### config.mk
export PLATFORM = sky130hd
export DESIGN_NAME = branch_target_predictor
export DESIGN_NICKNAME = d
export VERILOG_FILES = /design/src/rtl/branch_target_predictor.sv
export SDC_FILE = /design/constraint.sdc
export NUM_CORES = 1
export LEC_CHECK = 0
export ABC_AREA = 1
export ABC_CLOCK_PERIOD_IN_PS = 9400
export CAP_MARGIN = 25
export CORE_MARGIN = 4
export CORE_UTILIZATION = 61
export DETAILED_ROUTE_END_ITERATION = 8
export PLACE_DENSITY = 0.81
export SYNTH_ARGS = -nofsm -noshare
export SYNTH_HDL_FRONTEND = slang
export SYNTH_SLANG_ARGS = --single-unit
### constraint.sdc
create_clock -name clk -period 9.4 [get_ports clk]
set_input_delay 1.41 -clock clk [delete_from_list [all_inputs] [get_ports clk]]
set_output_delay 1.41 -clock clk [all_outputs]
set_load 0.02 [all_outputs]
### src/rtl/branch_target_predictor.sv
// ---------------------------------------------------------------------------
// branch_target_predictor
//
// Direct-mapped branch target buffer with 2-bit saturating direction
// counters for the lc3b fetch stage. Each cycle the fetch PC is looked up
// combinationally and a predicted next-fetch address is produced. Resolved
// branches from WB train the table at the clock edge.
//
// Ports:
//   clk            pipeline clock, all state updates on the rising edge
//   reset          asynchronous active-high reset, clears all table state
//   fetch_pc       PC of the instruction being fetched
//   predict_addr   predicted next fetch address
//   predict_taken  prediction is "taken"
//   predict_hit    fetch_pc matches a valid entry
//   update_en      one resolved branch is presented this cycle
//   update_pc      PC of the resolved branch
//   update_target  resolved target address
//   update_taken   the resolved branch was taken
//   invalidate     synchronous clear of every valid bit
// ---------------------------------------------------------------------------
module branch_target_predictor #(
  parameter int ENTRIES = 8
) (
  input  logic        clk,
  input  logic        reset,
  input  logic [15:0] fetch_pc,
  output logic [15:0] predict_addr,
  output logic        predict_taken,
  output logic        predict_hit,
  input  logic        update_en,
  input  logic [15:0] update_pc,
  input  logic [15:0] update_target,
  input  logic        update_taken,
  input  logic        invalidate
);

  localparam int INDEX_BITS = $clog2(ENTRIES);
  localparam int TAG_BITS   = 16 - 1 - INDEX_BITS;

  localparam logic [1:0] CTR_RESET = 2'b01;
  localparam logic [1:0] CTR_ALLOC = 2'b10;

  logic                  valid_q  [ENTRIES];
  logic [TAG_BITS-1:0]   tag_q    [ENTRIES];
  logic [15:0]           target_q [ENTRIES];
  logic [1:0]            ctr_q    [ENTRIES];

  logic [INDEX_BITS-1:0] fetch_idx;
  logic [TAG_BITS-1:0]   fetch_tag;
  logic [INDEX_BITS-1:0] upd_idx;
  logic [TAG_BITS-1:0]   upd_tag;
  logic                  upd_hit;

  // Bit 0 of a PC never selects anything since instructions are word aligned.
  logic unused_pc_bits;
  assign unused_pc_bits = fetch_pc[0] ^ update_pc[0];

  assign fetch_idx = fetch_pc[INDEX_BITS:1];
  assign fetch_tag = fetch_pc[15:INDEX_BITS+1];
  assign upd_idx   = update_pc[INDEX_BITS:1];
  assign upd_tag   = update_pc[15:INDEX_BITS+1];

  function automatic logic [1:0] ctr_inc(input logic [1:0] c);
    return (c == 2'b11) ? c : c + 2'd1;
  endfunction

  function automatic logic [1:0] ctr_dec(input logic [1:0] c);
    return (c == 2'b00) ? c : c - 2'd1;
  endfunction

  // Lookup reads the registered table only, so a same-cycle update to the
  // same index is not visible until after the edge (no write-through).
  always_comb begin
    predict_hit   = valid_q[fetch_idx] && (tag_q[fetch_idx] == fetch_tag);
    predict_taken = predict_hit && ctr_q[fetch_idx][1];
    predict_addr  = predict_taken ? target_q[fetch_idx] : fetch_pc + 16'd2;
  end

  assign upd_hit = valid_q[upd_idx] && (tag_q[upd_idx] == upd_tag);

  // Table training. Invalidate takes priority over any update in the same
  // cycle and leaves counters and targets untouched. A not-taken miss is
  // not worth an entry, so only taken misses allocate.
  always_ff @(posedge clk or posedge reset) begin
    if (reset) begin
      for (int i = 0; i < ENTRIES; i++) begin
        valid_q[i]  <= 1'b0;
        tag_q[i]    <= '0;
        target_q[i] <= 16'h0000;
        ctr_q[i]    <= CTR_RESET;
      end
    end else if (invalidate) begin
      for (int i = 0; i < ENTRIES; i++) begin
        valid_q[i] <= 1'b0;
      end
    end else if (update_en) begin
      if (upd_hit) begin
        if (update_taken) begin
          ctr_q[upd_idx]    <= ctr_inc(ctr_q[upd_idx]);
          target_q[upd_idx] <= update_target;
        end else begin
          ctr_q[upd_idx] <= ctr_dec(ctr_q[upd_idx]);
        end
      end else if (update_taken) begin
        valid_q[upd_idx]  <= 1'b1;
        tag_q[upd_idx]    <= upd_tag;
        target_q[upd_idx] <= update_target;
        ctr_q[upd_idx]    <= CTR_ALLOC;
      end
    end
  end

endmodule

run_1/placed.png
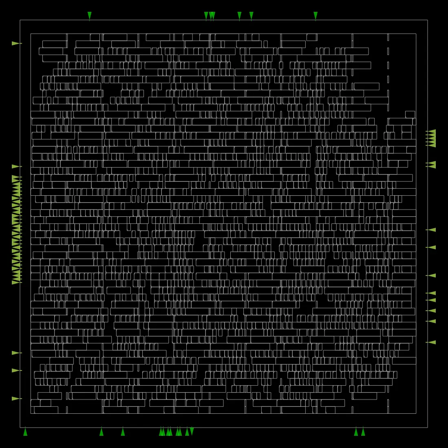
Well Taps: 280
flop count: 248
core box area: 0.0219 mm²
fill cell count: 1,851
Finished Layout Cells: 2,193

run_1/ff_map.png
(2 px per µm) Other cells in gray.
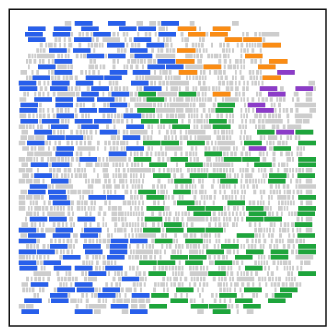
Key: `ctr_q` = orange [sequential cells 16]; `target_q` = blue [sequential cells 128]; `valid_q` = purple [sequential cells 8]; `tag_q` = green [sequential cells 96]
power in sequential cells: 1.37 mW
utilization after layout: 0.699
footprint of the flip-flops and latches: 0.00622 mm²
flop share of the area: 0.406

run_1/clock_wires.png
(2 px per µm)
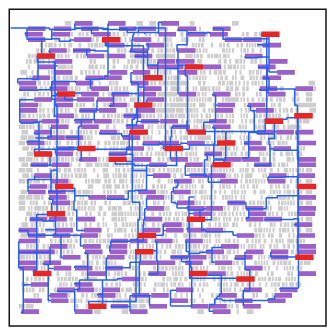
Key: flip-flops = purple [count 248]; clock wires = blue [length 3,170 µm]; clock-net drivers = red [count 28]
There are 29 routed clock nets. Position of the flops: spread over the die.
Clk. pwr: 1.11 mW
clock latency reported for the late side of the worst-skew pair: 0.55 ns
Clock Skew: 0.0140 ns

run_1/class_map.png
(2 px per µm)
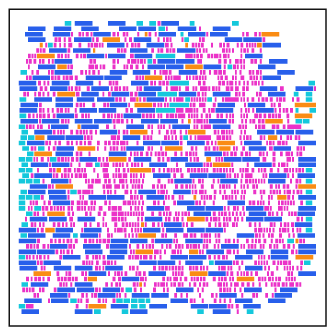
Key: remaining buffers and delay cells = cyan [cells 86, share of their area 6.1%]; registers = blue [cells 248, share of their area 42%]; remaining logic cells = magenta [cells 1,527, share of their area 46%]; clock drivers and dummy loads = orange [cells 52, share of their area 6.3%]
row count: 54
cell area after layout: 0.0153 mm²

==> Table 3: Implementation characteristics, run 1 <==
Physical implementation characteristics

Parameter                              Value

Status
  Result of the run .................. complete, no violations

Clock network
  CTS tree .................. built
  CTS Buf Count .................. 28
  Library cell used as clock root buffer .................. sky130_fd_sc_hd__clkbuf_16
  Clock edge transition at the registers on the reported setup and hold paths .................. 0.06 ns
  Sinks on Clock Net .................. 248
  Cts hold-fix bufs .................. 0
  Cell resize tally after clock tree synthesis .................. 0
  Buffers inserted during post-CTS setup optimization .................. 0
  Number of H-tree levels .................. 1
  Max clock buf depth .................. 3

Global route
  Overall overflow remaining after global route .................. 0
  Pin count of the biggest net entering global routing .................. 130
  Global-route usage over all layers .................. 0.314
  Wire length of the first global-routing pass .................. 62,600 µm
  Via count of the first global-routing pass .................. 12,200
  Antenna violations before repair .................. 0

Placement
  Routability congestion estimate .................. 0.919
  Setup Slack @ Placement .................. 2.87 ns
  Total half-perimeter wirelength after legalization and detailed placement .................. 23,700 µm
  Number of buffer cells added on primary ports .................. 69

Worst hold path
  Type of the worst min-delay path .................. reg2reg
  Min-Delay Path Depth .................. 2
  Worst Hold End .................. ctr_q[4]
  Worst Min Path Start .................. ctr_q[4]

Layout
  Number of diodes .................. 0
  Final-stage net count .................. 1,945
  Area taken by multi-input logic gates .................. 0.00619 mm²
  Ratio of cells with drive above 1 in the final layout .................. 0.0585
  Most common cell after layout, fill and taps aside .................. sky130_fd_sc_hd__nand2_1
  Synthesis-to-finish area growth .................. 12.0%
  Most frequent cells in the layout .................. sky130_fd_sc_hd__nand2_1 (575), sky130_fd_sc_hd__o21ai_0 (284), sky130_fd_sc_hd__dfrtp_1 (240)

Critical path
  Slack of the worst reg-to-reg path .................. 7.10 ns
  Required time of the critical path .................. 7.99 ns
  Sort of element at the end of the critical path .................. output port
  Worst setup path category .................. in2out
  Reg2reg end .................. ctr_q[3]
  RR Startpoint .................. tag_q[79]
  Critical path data arrival time .................. 5.24 ns
  Count of cells along the worst register-to-register path .................. 13
  Critical Path Fanout Max .................. 33
  Element type at the critical path start .................. primary input

STA
  Final worst path period need .................. 6.65 ns
  Slew Limit Headroom .................. 0.280
  Worst slack on hold paths .................. 0.461 ns
  Final worst-path cycle share .................. 0.707
  Sum of negative setup slack .................. 0 ns
  Top achievable clock speed .................. 150 MHz
  Final setup vio count .................. 0
  Final critical-path setup slack .................. 2.75 ns
  Final count of hold timing violations .................. 0
  Pins Over Slew Limit .................. 0
  Transition time at the pin with the least slew margin .................. 1.08 ns
  Unrepaired setup endpoints after global routing .................. no

Floorplan
  Horizontal die size .................. 158 µm
  Number of top-level pins .................. 71
  Die extent in y .................. 158 µm
  Die area .................. 0.0248 mm²
  Core utilization at floorplan .................. 0.624

Synthesis
  Cells after Synth .................. 1,879
  Synth top area cells .................. sky130_fd_sc_hd__dfrtp_1 (44%), sky130_fd_sc_hd__nand2_1 (16%), sky130_fd_sc_hd__o21ai_0 (10%)
  Post-synth top cells .................. sky130_fd_sc_hd__nand2_1 (575), sky130_fd_sc_hd__o21ai_0 (284), sky130_fd_sc_hd__dfrtp_1 (240), sky130_fd_sc_hd__inv_1 (175), sky130_fd_sc_hd__nor2_1 (137)
  Post-synth EDFFs .................. 0
  Post-synthesis instance area .................. 0.0137 mm²
  Number of cell instances after yosys synthesis .................. 1,879
  Post-synthesis average cell area .................. 7.27 µm²
  Async S/R FF share, synth .................. 1.00
  Yosys stat area .................. 0.0137 mm²
  Number of warnings reported in the yosys synthesis log .................. 0
  Cell taking the most area after synthesis .................. sky130_fd_sc_hd__dfrtp_1
  Portion of synthesized cell area occupied by the leading cell type .................. 0.440
  Seq/Total Area, Yosys .................. 0.455
  Top-count cell post-synth .................. sky130_fd_sc_hd__nand2_1
  Most frequently used flop master after synthesis .................. sky130_fd_sc_hd__dfrtp_1
  Net count after synthesis .................. 1,933
  Flop and latch count out of synthesis .................. 248
  Count of distinct cell types in the synthesized netlist .................. 34

Drt
  Number of routed nets with antenna violations .................. 0
  Via-per-instance ratio .................. 5.82
  DRC violations left .................. 0
  Final Routed Wirelength .................. 38,500 µm
  Count of routing violations after the opening detailed-route iteration .................. 1,190
  DR WL/cell .................. 17.6 µm
  Iteration count of the initial detailed-routing pass .................. 6
  Via count .................. 12,800

Pwr
  Worst IR drop on VDD .................. 0.153 mV
  Leakage power figure .................. 7.48 nW
  Final total power .................. 3.04 mW
  Power per Cell Area .................. 199 mW/mm²

Job
  Tool warnings .................. 29
  Max Cap Violations .................. 0
-- run 1: routing by layer --
metal,routed length [µm],track usage,share of wire,up-vias
met1,16100,0.424,0.42,5941
li1,-,-,-,6109
met5,0,0,0,-
met2,17400,0.507,0.45,609
met3,3500,0.0626,0.091,109
met4,1500,0.115,0.039,0
-- run 1: cell families after synthesis --
kind of cell,synth area share
compound gates,0.174
buf+inv,0.0916
flops,0.455
fa+ha+maj,0.000916
simple gates,0.270
xor+xnor,0.00898
-- run 1: power by group --
group	switching (mW)	internal (mW)	total, mW	leakage (nW)
sequential	0.109	1.26	1.37	3.17
combinational	0.350	0.207	0.558	3.84
clock	0.456	0.656	1.11	0.469
total	0.915	2.12	3.04	7.48
-- run 1: critical path: stages --
cell and delay [ns]:
sky130_fd_sc_hd__clkdlybuf4s50_1 0.45, sky130_fd_sc_hd__buf_4 0.43, sky130_fd_sc_hd__inv_1 0.44, sky130_fd_sc_hd__buf_4 0.34
sky130_fd_sc_hd__nand3_1 0.14, sky130_fd_sc_hd__nand2_1 0.07, sky130_fd_sc_hd__nand2_1 0.10, sky130_fd_sc_hd__nand2_1 0.07
sky130_fd_sc_hd__nor2_1 0.08, sky130_fd_sc_hd__nand2_1 0.06, sky130_fd_sc_hd__nor2_1 0.14, sky130_fd_sc_hd__nand3_1 0.33
sky130_fd_sc_hd__o21ai_0 0.47, sky130_fd_sc_hd__clkdlybuf4s50_1 0.68
-- run 1: worst max-delay path by stage --
| stage | start | end | slack (ns) | depth (start not counted) |
|---|---|---|---|---|
| finish | fetch_pc[3] | predict_addr[7] | 2.75 | 14 |
| global route | fetch_pc[3] | predict_addr[9] | 2.45 | 14 |
| CTS | fetch_pc[3] | predict_addr[9] | 2.81 | 14 |
| detailed placement | fetch_pc[3] | predict_addr[9] | 2.87 | 14 |
| global placement | fetch_pc[3] | predict_addr[15] | 2.95 | 14 |
| floorplan | reset | ctr_q[11] | 1.19 | 1 |
-- run 1: state kept, by name (all words and copies together), names as in the netlist --
| register | count |
|---|---|
| target_q | 128 |
| valid_q | 8 |
| ctr_q | 16 |
| tag_q | 96 |
-- run 1: stage by stage --
stage,area [µm²],utilization,cells
detailed placement,14200,0.651,2137
floorplan,13700,-,1879
global route,15300,0.699,2193
global placement,14200,0.649,2136
finish,15300,0.699,2193
CTS,15200,0.694,2189
-- run 1: area by class of cell --
class,count,share of cell area
Clock inverter,15,0.00940
Sequential cell,248,0.406
Clock buffer,37,0.0526
Timing Repair Buffer,86,0.0592
Multi-Input combinational cell,1347,0.405
Inverter,180,0.0450
Tap cell,280,0.0229
==> run 2: changes to the inputs <==
--- a/config.mk
+++ b/config.mk
@@ -6,12 +6,12 @@
 export NUM_CORES = 1
 export LEC_CHECK = 0
 export ABC_AREA = 1
-export ABC_CLOCK_PERIOD_IN_PS = 9400
+export ABC_CLOCK_PERIOD_IN_PS = 5500
 export CAP_MARGIN = 25
 export CORE_MARGIN = 4
-export CORE_UTILIZATION = 61
+export CORE_UTILIZATION = 55
 export DETAILED_ROUTE_END_ITERATION = 8
-export PLACE_DENSITY = 0.81
+export PLACE_DENSITY = 0.77
 export SYNTH_ARGS = -nofsm -noshare
 export SYNTH_HDL_FRONTEND = slang
 export SYNTH_SLANG_ARGS = --single-unit
==> constraint.sdc (replaced) <==
create_clock -name clk -period 5.5 [get_ports clk]
set_input_delay 0.825 -clock clk [delete_from_list [all_inputs] [get_ports clk]]
set_output_delay 0.825 -clock clk [all_outputs]
set_load 0.02 [all_outputs]
==> run 2 against run 1 <==
Clock-buffer cell count is 9 higher. First-iteration DRC count increased by 14%. Register-to-register slack worse by 3.9 ns. Critical endpoint unchanged. Sequential power is 71% higher. Area after synthesis unchanged. Global-route usage down 2.3 points.
==> Table 3: Implementation characteristics, run 2 <==
Physical implementation characteristics

Parameter                              Value

Synthesis
  Cell taking the most area after synthesis .................. sky130_fd_sc_hd__dfrtp_1
  XOR/XNOR share of the synthesized area .................. 0.00898 (unchanged)
  Seq/Total Area, Yosys .................. 0.455 (unchanged)
  Number of cell instances after yosys synthesis .................. 1,879 (unchanged)
  Net count after synthesis .................. 1,933 (unchanged)
  Post-synth top cells .................. sky130_fd_sc_hd__nand2_1 (575), sky130_fd_sc_hd__o21ai_0 (284), sky130_fd_sc_hd__dfrtp_1 (240), sky130_fd_sc_hd__inv_1 (175), sky130_fd_sc_hd__nor2_1 (137)
  Fraction of the mapped netlist area in adder cells .................. 0.000916 (unchanged)
  Post-synth EDFFs .................. 0 (unchanged)
  Flop and latch count out of synthesis .................. 248 (unchanged)
  Simple-gate area share of the yosys netlist .................. 0.270 (unchanged)
  Number of warnings reported in the yosys synthesis log .................. 0 (unchanged)
  Portion of synthesized cell area occupied by the leading cell type .................. 0.440 (unchanged)
  Synth top area cells .................. sky130_fd_sc_hd__dfrtp_1 (44%), sky130_fd_sc_hd__nand2_1 (16%), sky130_fd_sc_hd__o21ai_0 (10%)
  Main logic family after synthesis .................. simple AND/OR/NAND/NOR gates
  Top-count cell post-synth .................. sky130_fd_sc_hd__nand2_1
  Post-synthesis compound-gate area fraction .................. 0.174 (unchanged)
  Yosys stat area .................. 0.0137 mm² (unchanged)
  Area fraction in mux cells .................. 0 (unchanged)
  Async S/R FF share, synth .................. 1.00 (unchanged)
  Most frequently used flop master after synthesis .................. sky130_fd_sc_hd__dfrtp_1
  Post-synthesis average cell area .................. 7.27 µm² (unchanged)
  Post-synthesis instance area .................. 0.0137 mm² (unchanged)
  Count of distinct cell types in the synthesized netlist .................. 34 (unchanged)

Clock network
  Clock edge transition at the registers on the reported setup and hold paths .................. 0.06 ns (about the same)
  Library cell used as clock root buffer .................. sky130_fd_sc_hd__clkbuf_16
  Clock latency reported for the late side of the worst-skew pair .................. 0.56 ns (about the same)
  Buffers inserted during post-CTS setup optimization .................. 0 (unchanged)
  Cell resize tally after clock tree synthesis .................. 0 (unchanged)
  Max clock buf depth .................. 3 (unchanged)
  CTS tree .................. built
  Cts hold-fix bufs .................. 0 (unchanged)
  CTS Buf Count .................. 28 (unchanged)

Drt
  Via-per-instance ratio .................. 5.73 (-1.6%)
  Iteration count of the initial detailed-routing pass .................. 6 (unchanged)
  Number of routed nets with antenna violations .................. 0 (unchanged)
  Count of routing violations after the opening detailed-route iteration .................. 1,362 (+14%)
  Final Routed Wirelength .................. 39,500 µm (+2.6%)
  Via count .................. 12,800 (+0.58%)
  DR WL/cell .................. 17.6 µm (+0.37%)
  DRC violations left .................. 0 (unchanged)

Critical path
  Number of gates on the worst path with buffers counted .................. 13 (-1)
  Sort of element at the end of the critical path .................. output port
  Largest delay contributor family on the critical path .................. buffers and inverters
  Element type at the critical path start .................. primary input
  Worst-path cell chain .................. buf_4, buf_4, nand2_1, o211ai_1, nand3_1, nand3_1, nand2_1, nor2_1, nand2_1, nor2_1, nand3_1, o21ai_0, clkdlybuf4s50_1
  Slack of the worst reg-to-reg path .................. 3.19 ns (-3.91 ns)
  Critical path data arrival time .................. 4.24 ns (-1.00 ns)
  RR Startpoint .................. tag_q[21]
  Reg2reg end .................. ctr_q[0]
  Worst setup path category .................. in2out
  Endpoint of the most critical setup path .................. predict_addr[7]
  Count of cells along the worst register-to-register path .................. 13 (unchanged)
  Critical Path Fanout Max .................. 58 (+76%)

Pwr
  Leakage power figure .................. 7.50 nW (+0.24%)
  Power per Cell Area .................. 335 mW/mm² (+69%)
  Worst IR drop on VDD .................. 0.247 mV (+62%)

Layout
  Area taken by multi-input logic gates .................. 0.00619 mm² (unchanged)
  Most common cell after layout, fill and taps aside .................. sky130_fd_sc_hd__nand2_1
  Largest reg by FF count .................. target_q
  Largest registers .................. target_q (128), tag_q (96), ctr_q (16)
  Most frequent cells in the layout .................. sky130_fd_sc_hd__nand2_1 (575), sky130_fd_sc_hd__o21ai_0 (284), sky130_fd_sc_hd__dfrtp_1 (240)
  Max FFs per register .................. 128 (unchanged)
  Ratio of cells with drive above 1 in the final layout .................. 0.0563 (-0.00221)
  Final-stage net count .................. 1,951 (+0.31%)
  Number of diodes .................. 0 (unchanged)

STA
  Transition time at the pin with the least slew margin .................. 0.930 ns (-0.149 ns)
  Unrepaired setup endpoints after global routing .................. no
  Final setup vio count .................. 0 (unchanged)
  Pins Over Slew Limit .................. 0 (unchanged)
  Worst slack on hold paths .................. 0.466 ns (+0.00492 ns)
  Top achievable clock speed .................. 198 MHz
  Final worst-path cycle share .................. 0.920
  Final worst path period need .................. 5.06 ns
  Final count of hold timing violations .................. 0 (unchanged)
  Sum of negative setup slack .................. 0 ns (unchanged)

Floorplan
  Die area .................. 0.0274 mm² (+10%)
  Number of top-level pins .................. 71 (unchanged)
  Horizontal die size .................. 166 µm (+5.0%)
  Die extent in y .................. 166 µm (+5.0%)
  Core box area .................. 0.0244 mm² (+11%)
  Core utilization at floorplan .................. 0.560 (-0.0639)

Placement
  Total half-perimeter wirelength after legalization and detailed placement .................. 24,600 µm (+3.5%)
  Routability congestion estimate .................. 0.916 (-0.23%)
  Number of buffer cells added on primary ports .................. 69 (unchanged)

Status
  Result of the run .................. complete, no violations

Global route
  Wire length of the first global-routing pass .................. 63,400 µm (+1.3%)
  Overall overflow remaining after global route .................. 0 (unchanged)
  Antenna violations before repair .................. 1 (+1)
  Pin count of the biggest net entering global routing .................. 126 (-3.1%)
  Global-route usage over all layers .................. 0.291 (-0.0230)

Job
  Max Cap Violations .................. 0 (unchanged)
  Tool warnings .................. 31 (+6.9%)

Worst hold path
  Type of the worst min-delay path .................. reg2reg
-- run 2: per-layer routing --
layer	vias up	wire length (µm)	track usage
li1	6123	-	-
met1	6001	16800	0.416
met2	622	17700	0.450
met3	94	3750	0.0521
met4	2	1250	0.100
met5	-	7	0
-- run 2: how the worst min path moves through the flow --
stage,startpoint,endpoint,slack [ns],depth (start not counted)
floorplan,ctr_q[13],ctr_q[13],0.44,2
global placement,ctr_q[6],ctr_q[6],0.45,2
detailed placement,ctr_q[13],ctr_q[13],0.46,2
CTS,ctr_q[4],ctr_q[4],0.47,2
global route,ctr_q[6],ctr_q[6],0.49,2
finish,ctr_q[6],ctr_q[6],0.47,2
-- run 2: cell families (layout without fill, tap and decap cells) --
kind of cell,after synthesis,after routing
flip-flops,248,248
AND/OR/NAND/NOR,881,881
AND-OR/OR-AND,451,451
XOR/XNOR,14,14
buffers and inverters,284,322
adder cells (fa/ha/maj),1,1
-- run 2: through the flow --
| stage | power (mW) | setup WS, ns | area, µm² | instances |
|---|---|---|---|---|
| floorplan | 3.02 | 1.42 | 13700 | 1879 |
| global placement | 3.26 | 0.661 | 14300 | 2184 |
| detailed placement | 3.30 | 0.608 | 14400 | 2185 |
| CTS | 5.16 | 0.563 | 15300 | 2235 |
| global route | 5.44 | 0.196 | 15400 | 2241 |
| finish | 5.16 | 0.437 | 15400 | 2241 |
-- run 2: report_power, final --
part | total [mW] | switching (mW) | internal (mW)
Combinational | 0.968 | 0.609 | 0.359
Sequential | 2.34 | 0.185 | 2.15
Clock | 1.85 | 0.760 | 1.09
Total | 5.16 | 1.55 | 3.60
-- run 2: tightest hold or removal path: stages (launching register included) --
cell and delay [ns]:
sky130_fd_sc_hd__dfstp_2 0.37, sky130_fd_sc_hd__nand2_1 0.06, sky130_fd_sc_hd__nand2_1 0.04
-- run 2: area by class of cell --
cell class                      count  share of cell area
Multi-Input combinational cell   1347               0.402
Clock inverter                      4             0.00390
Sequential cell                   248               0.403
Clock buffer                       46              0.0550
Timing Repair Buffer               92              0.0651
Inverter                          180              0.0444
Tap cell                          324              0.0263
run_2/placed.png
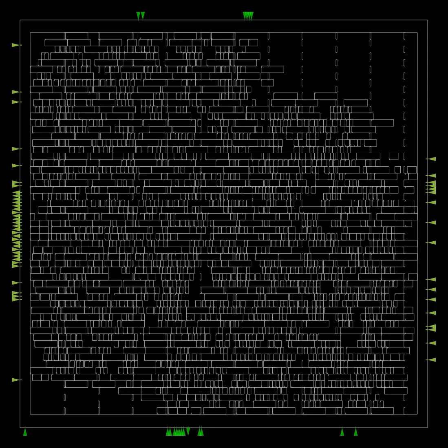
utilization after layout: 0.632
row count: 57
fill cell count: 2,183
flop share of the area: 0.403

run_2/ff_map.png
(1.5 px per µm) Other cells in gray.
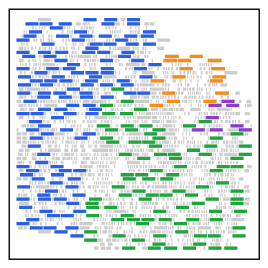
Key: `ctr_q` = orange [sequential cells 16]; `valid_q` = purple [sequential cells 8, where right middle]; `target_q` = blue [sequential cells 128]; `tag_q` = green [sequential cells 96]
power in sequential cells: 2.34 mW

==> run 3: changes to the inputs <==
--- a/config.mk
+++ b/config.mk
@@ -6,12 +6,13 @@
 export NUM_CORES = 1
 export LEC_CHECK = 0
 export ABC_AREA = 1
-export ABC_CLOCK_PERIOD_IN_PS = 5500
+export ABC_CLOCK_PERIOD_IN_PS = 5400
 export CAP_MARGIN = 25
 export CORE_MARGIN = 4
-export CORE_UTILIZATION = 55
+export CORE_UTILIZATION = 61
+export CTS_BUF_LIST = sky130_fd_sc_hd__clkbuf_16
 export DETAILED_ROUTE_END_ITERATION = 8
-export PLACE_DENSITY = 0.77
+export PLACE_DENSITY = 0.81
 export SYNTH_ARGS = -nofsm -noshare
 export SYNTH_HDL_FRONTEND = slang
 export SYNTH_SLANG_ARGS = --single-unit
==> constraint.sdc (replaced) <==
create_clock -name clk -period 5.4 [get_ports clk]
set_input_delay 0.81 -clock clk [delete_from_list [all_inputs] [get_ports clk]]
set_output_delay 0.81 -clock clk [all_outputs]
set_load 0.02 [all_outputs]
run_3/port_trees.png
(3 px per µm)
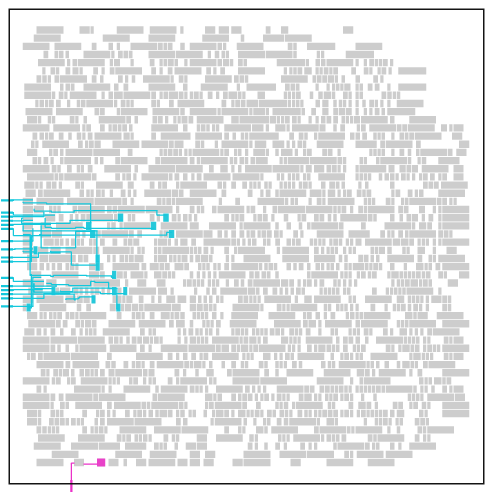
Key: `predict_addr` = cyan [bits 16, direction output, edge left, end cells 16, buffers 16, wire 680 µm]; `reset` = magenta [bits 1, direction input, edge bottom, end cells 1, buffers 1, wire 11.8 µm]
number of buffer cells added on primary ports: 69
number of top-level pins: 71

run_3/placed.png
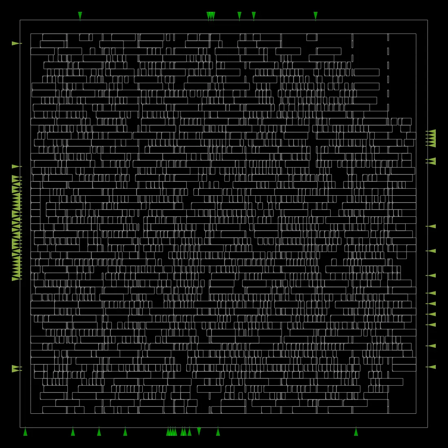
fill cell count: 1,892
row count: 54
utilization after layout: 0.694

==> run 3 against run 2 <==
Global-route usage increased by 1.8 points. Non-clock buffer count decreased by 3. Cell count decreased by 2.1%. First-iteration DRC count increased by 14%. Die size decreased by 9.4%. Synthesized cell count unchanged.
==> Table 3: Implementation characteristics, run 3 <==
Physical implementation characteristics

Parameter                              Value

Synthesis
  Portion of synthesized cell area occupied by the leading cell type .................. 0.440 (unchanged)
  Post-synth EDFFs .................. 0 (unchanged)
  Post-synthesis average cell area .................. 7.27 µm² (unchanged)
  Post-synth top cells .................. sky130_fd_sc_hd__nand2_1 (575), sky130_fd_sc_hd__o21ai_0 (284), sky130_fd_sc_hd__dfrtp_1 (240), sky130_fd_sc_hd__inv_1 (175), sky130_fd_sc_hd__nor2_1 (137)
  Main logic family after synthesis .................. simple AND/OR/NAND/NOR gates
  Seq/Total Area, Yosys .................. 0.455 (unchanged)
  Yosys stat area .................. 0.0137 mm² (unchanged)
  Number of cell instances after yosys synthesis .................. 1,879 (unchanged)
  Async S/R FF share, synth .................. 1.00 (unchanged)
  Fraction of the mapped netlist area in adder cells .................. 0.000916 (unchanged)
  Cell taking the most area after synthesis .................. sky130_fd_sc_hd__dfrtp_1
  Area fraction in mux cells .................. 0 (unchanged)
  Net count after synthesis .................. 1,933 (unchanged)
  Post-synthesis compound-gate area fraction .................. 0.174 (unchanged)
  Most frequently used flop master after synthesis .................. sky130_fd_sc_hd__dfrtp_1
  XOR/XNOR share of the synthesized area .................. 0.00898 (unchanged)
  Top-count cell post-synth .................. sky130_fd_sc_hd__nand2_1
  Count of distinct cell types in the synthesized netlist .................. 34 (unchanged)
  Number of warnings reported in the yosys synthesis log .................. 0 (unchanged)
  Post-synthesis instance area .................. 0.0137 mm² (unchanged)
  Flop and latch count out of synthesis .................. 248 (unchanged)
  Simple-gate area share of the yosys netlist .................. 0.270 (unchanged)

Layout
  Most frequent cells in the layout .................. sky130_fd_sc_hd__nand2_1 (575), sky130_fd_sc_hd__o21ai_0 (284), sky130_fd_sc_hd__dfrtp_1 (240)
  Largest registers .................. target_q (128), tag_q (96), ctr_q (16)
  Most common cell after layout, fill and taps aside .................. sky130_fd_sc_hd__nand2_1
  Footprint of the flip-flops and latches .................. 0.00622 mm²
  Largest reg by FF count .................. target_q
  Area taken by multi-input logic gates .................. 0.00619 mm² (unchanged)
  Final-stage net count .................. 1,947 (-0.21%)
  Number of diodes .................. 0 (unchanged)
  Cell area after layout .................. 0.0152 mm² (-1.4%)
  Max FFs per register .................. 128 (unchanged)

Drt
  Count of routing violations after the opening detailed-route iteration .................. 1,552 (+14%)
  Final Routed Wirelength .................. 37,900 µm (-3.9%)
  Number of routed nets with antenna violations .................. 0 (unchanged)
  Via-per-instance ratio .................. 5.87 (+2.5%)
  Via count .................. 12,900 (+0.30%)
  Iteration count of the initial detailed-routing pass .................. 5 (-1)
  DRC violations left .................. 0 (unchanged)
  DR WL/cell .................. 17.3 µm (-1.9%)

Clock network
  Clock latency reported for the late side of the worst-skew pair .................. 0.56 ns (about the same)
  Clock edge transition at the registers on the reported setup and hold paths .................. 0.06 ns (about the same)
  Cell resize tally after clock tree synthesis .................. 0 (unchanged)
  CTS tree .................. built
  Cts hold-fix bufs .................. 0 (unchanged)
  CTS Buf Count .................. 27 (-3.6%)
  Buffers inserted during post-CTS setup optimization .................. 0 (unchanged)
  Library cell used as clock root buffer .................. sky130_fd_sc_hd__clkbuf_16

Critical path
  Worst setup path category .................. in2out
  Largest delay contributor family on the critical path .................. buffers and inverters
  Critical path data arrival time .................. 4.17 ns (-0.07 ns)
  Element type at the critical path start .................. primary input
  Sort of element at the end of the critical path .................. output port
  Worst-path cell chain .................. clkdlybuf4s50_1, inv_1, nand3_1, nand3_1, nand2_1, nor2_1, nand2_1, nor2_1, nand3_1, o21ai_0, clkdlybuf4s50_1
  Critical Path Fanout Max .................. 14 (-76%)
  Most repeated library cell on the critical path .................. sky130_fd_sc_hd__nand3_1

Global route
  Global-route usage over all layers .................. 0.309 (+0.0176)
  Pin count of the biggest net entering global routing .................. 130 (+3.2%)
  Antenna violations before repair .................. 0 (-1)
  Wire length of the first global-routing pass .................. 61,900 µm (-2.3%)
  Overall overflow remaining after global route .................. 0 (unchanged)

Floorplan
  Core box area .................. 0.0219 mm² (-10%)
  Core utilization at floorplan .................. 0.624 (+0.0639)
  Horizontal die size .................. 158 µm (-4.8%)
  Die extent in y .................. 158 µm (-4.8%)
  Die area .................. 0.0248 mm² (-9.4%)

Worst hold path
  Type of the worst min-delay path .................. reg2reg

Job
  Max Cap Violations .................. 0 (unchanged)
  Tool warnings .................. 29 (-6.5%)

STA
  Final worst path period need .................. 4.98 ns
  Pins Over Slew Limit .................. 0 (unchanged)
  Final setup vio count .................. 0 (unchanged)
  Top achievable clock speed .................. 201 MHz
  Sum of negative setup slack .................. 0 ns (unchanged)
  Clock Skew .................. 0.0141 ns
  Unrepaired setup endpoints after global routing .................. no
  Final count of hold timing violations .................. 0 (unchanged)
  Transition time at the pin with the least slew margin .................. 1.01 ns (+0.0753 ns)
  Final critical-path setup slack .................. 0.422 ns (-0.0156 ns)

Pwr
  Power per Cell Area .................. 331 mW/mm² (-1.0%)
  Leakage power figure .................. 7.46 nW (-0.56%)
  Worst IR drop on VDD .................. 0.290 mV (+17%)

Placement
  Placed Instance Area .................. 0.0143 mm² (-0.24%)
  Setup Slack @ Placement .................. 0.586 ns (-0.0219 ns)
  Total half-perimeter wirelength after legalization and detailed placement .................. 23,800 µm (-3.0%)

Status
  Result of the run .................. complete, no violations
run 3: cell types whose count changed in the layout (fill, tap and decap cells not counted), moves of 7 or more:
cell	change
sky130_fd_sc_hd__clkbuf_1	-10
sky130_fd_sc_hd__clkbuf_8	-8
sky130_fd_sc_hd__clkinv_1	+7
sky130_fd_sc_hd__inv_1	+10
run 3: area by class of cell:
type,instances,area share
clock inverter,23,0.00766
multi-input combinational,1347,0.408
inverter,180,0.0450
sequential,248,0.409
timing repair buffer,89,0.0631
clock buffer,27,0.0445
tap,280,0.0231
run 3: worst register-to-register path, stage by stage (launching register included):
cell and delay (ns):
sky130_fd_sc_hd__dfrtp_1 0.39, sky130_fd_sc_hd__inv_1 0.06, sky130_fd_sc_hd__nand2_1 0.05, sky130_fd_sc_hd__nand3_1 0.10, sky130_fd_sc_hd__nand2_1 0.07, sky130_fd_sc_hd__o21ai_1 0.25
sky130_fd_sc_hd__nand2_1 0.09, sky130_fd_sc_hd__nor2_1 0.10, sky130_fd_sc_hd__nand2_1 0.07, sky130_fd_sc_hd__nor2_1 0.33, sky130_fd_sc_hd__nand3_1 0.21, sky130_fd_sc_hd__nand2_2 0.31
sky130_fd_sc_hd__nand3_1 0.14, sky130_fd_sc_hd__nand2_1 0.09
run 3: final timing paths:
check / startpoint / to / slack, ns / cells after the start
setup / recovery: fetch_pc[3] / predict_addr[7] / 0.42 / 11
hold / removal: ctr_q[12] / ctr_q[12] / 0.46 / 2
setup reg to reg: tag_q[43] / ctr_q[13] / 3.08 / 13
hold reg to reg: ctr_q[12] / ctr_q[12] / 0.46 / 2
max in group asynchronous: reset / valid_q[7] / 3.83 / 4
min in group asynchronous: reset / target_q[34] / 0.50 / 2
run 3: cell families after synthesis:
group / Yosys count
buffers and inverters: 284
flip-flops: 248
AND/OR/NAND/NOR: 881
XOR/XNOR: 14
adder cells (fa/ha/maj): 1
AND-OR/OR-AND: 451
run 3: layer usage:
metal / up-vias / part of all wire / GRT usage
met5: - / 0 / 0
met4: 0 / 0.037 / 0.114
met3: 120 / 0.098 / 0.0533
met2: 629 / 0.45 / 0.483
met1: 6008 / 0.42 / 0.435
li1: 6124 / - / -
run 3: where the power goes:
group	total, mW	internal, mW	switching [mW]
logic	0.973	0.365	0.608
registers	2.38	2.19	0.191
clock network	1.68	0.909	0.768
total	5.03	3.47	1.57
run 3: through the flow:
stage | hold WS [ns] | power (mW) | cells
3_5_place_dp | 0.455 | 3.36 | 2141
6_report | 0.463 | 5.03 | 2194
3_3_place_gp | 0.453 | 3.31 | 2139
5_1_grt | 0.479 | 5.31 | 2194
2_1_floorplan | 0.442 | 3.08 | 1879
4_1_cts | 0.464 | 5.04 | 2191
Power and IR drop assume default switching activity.
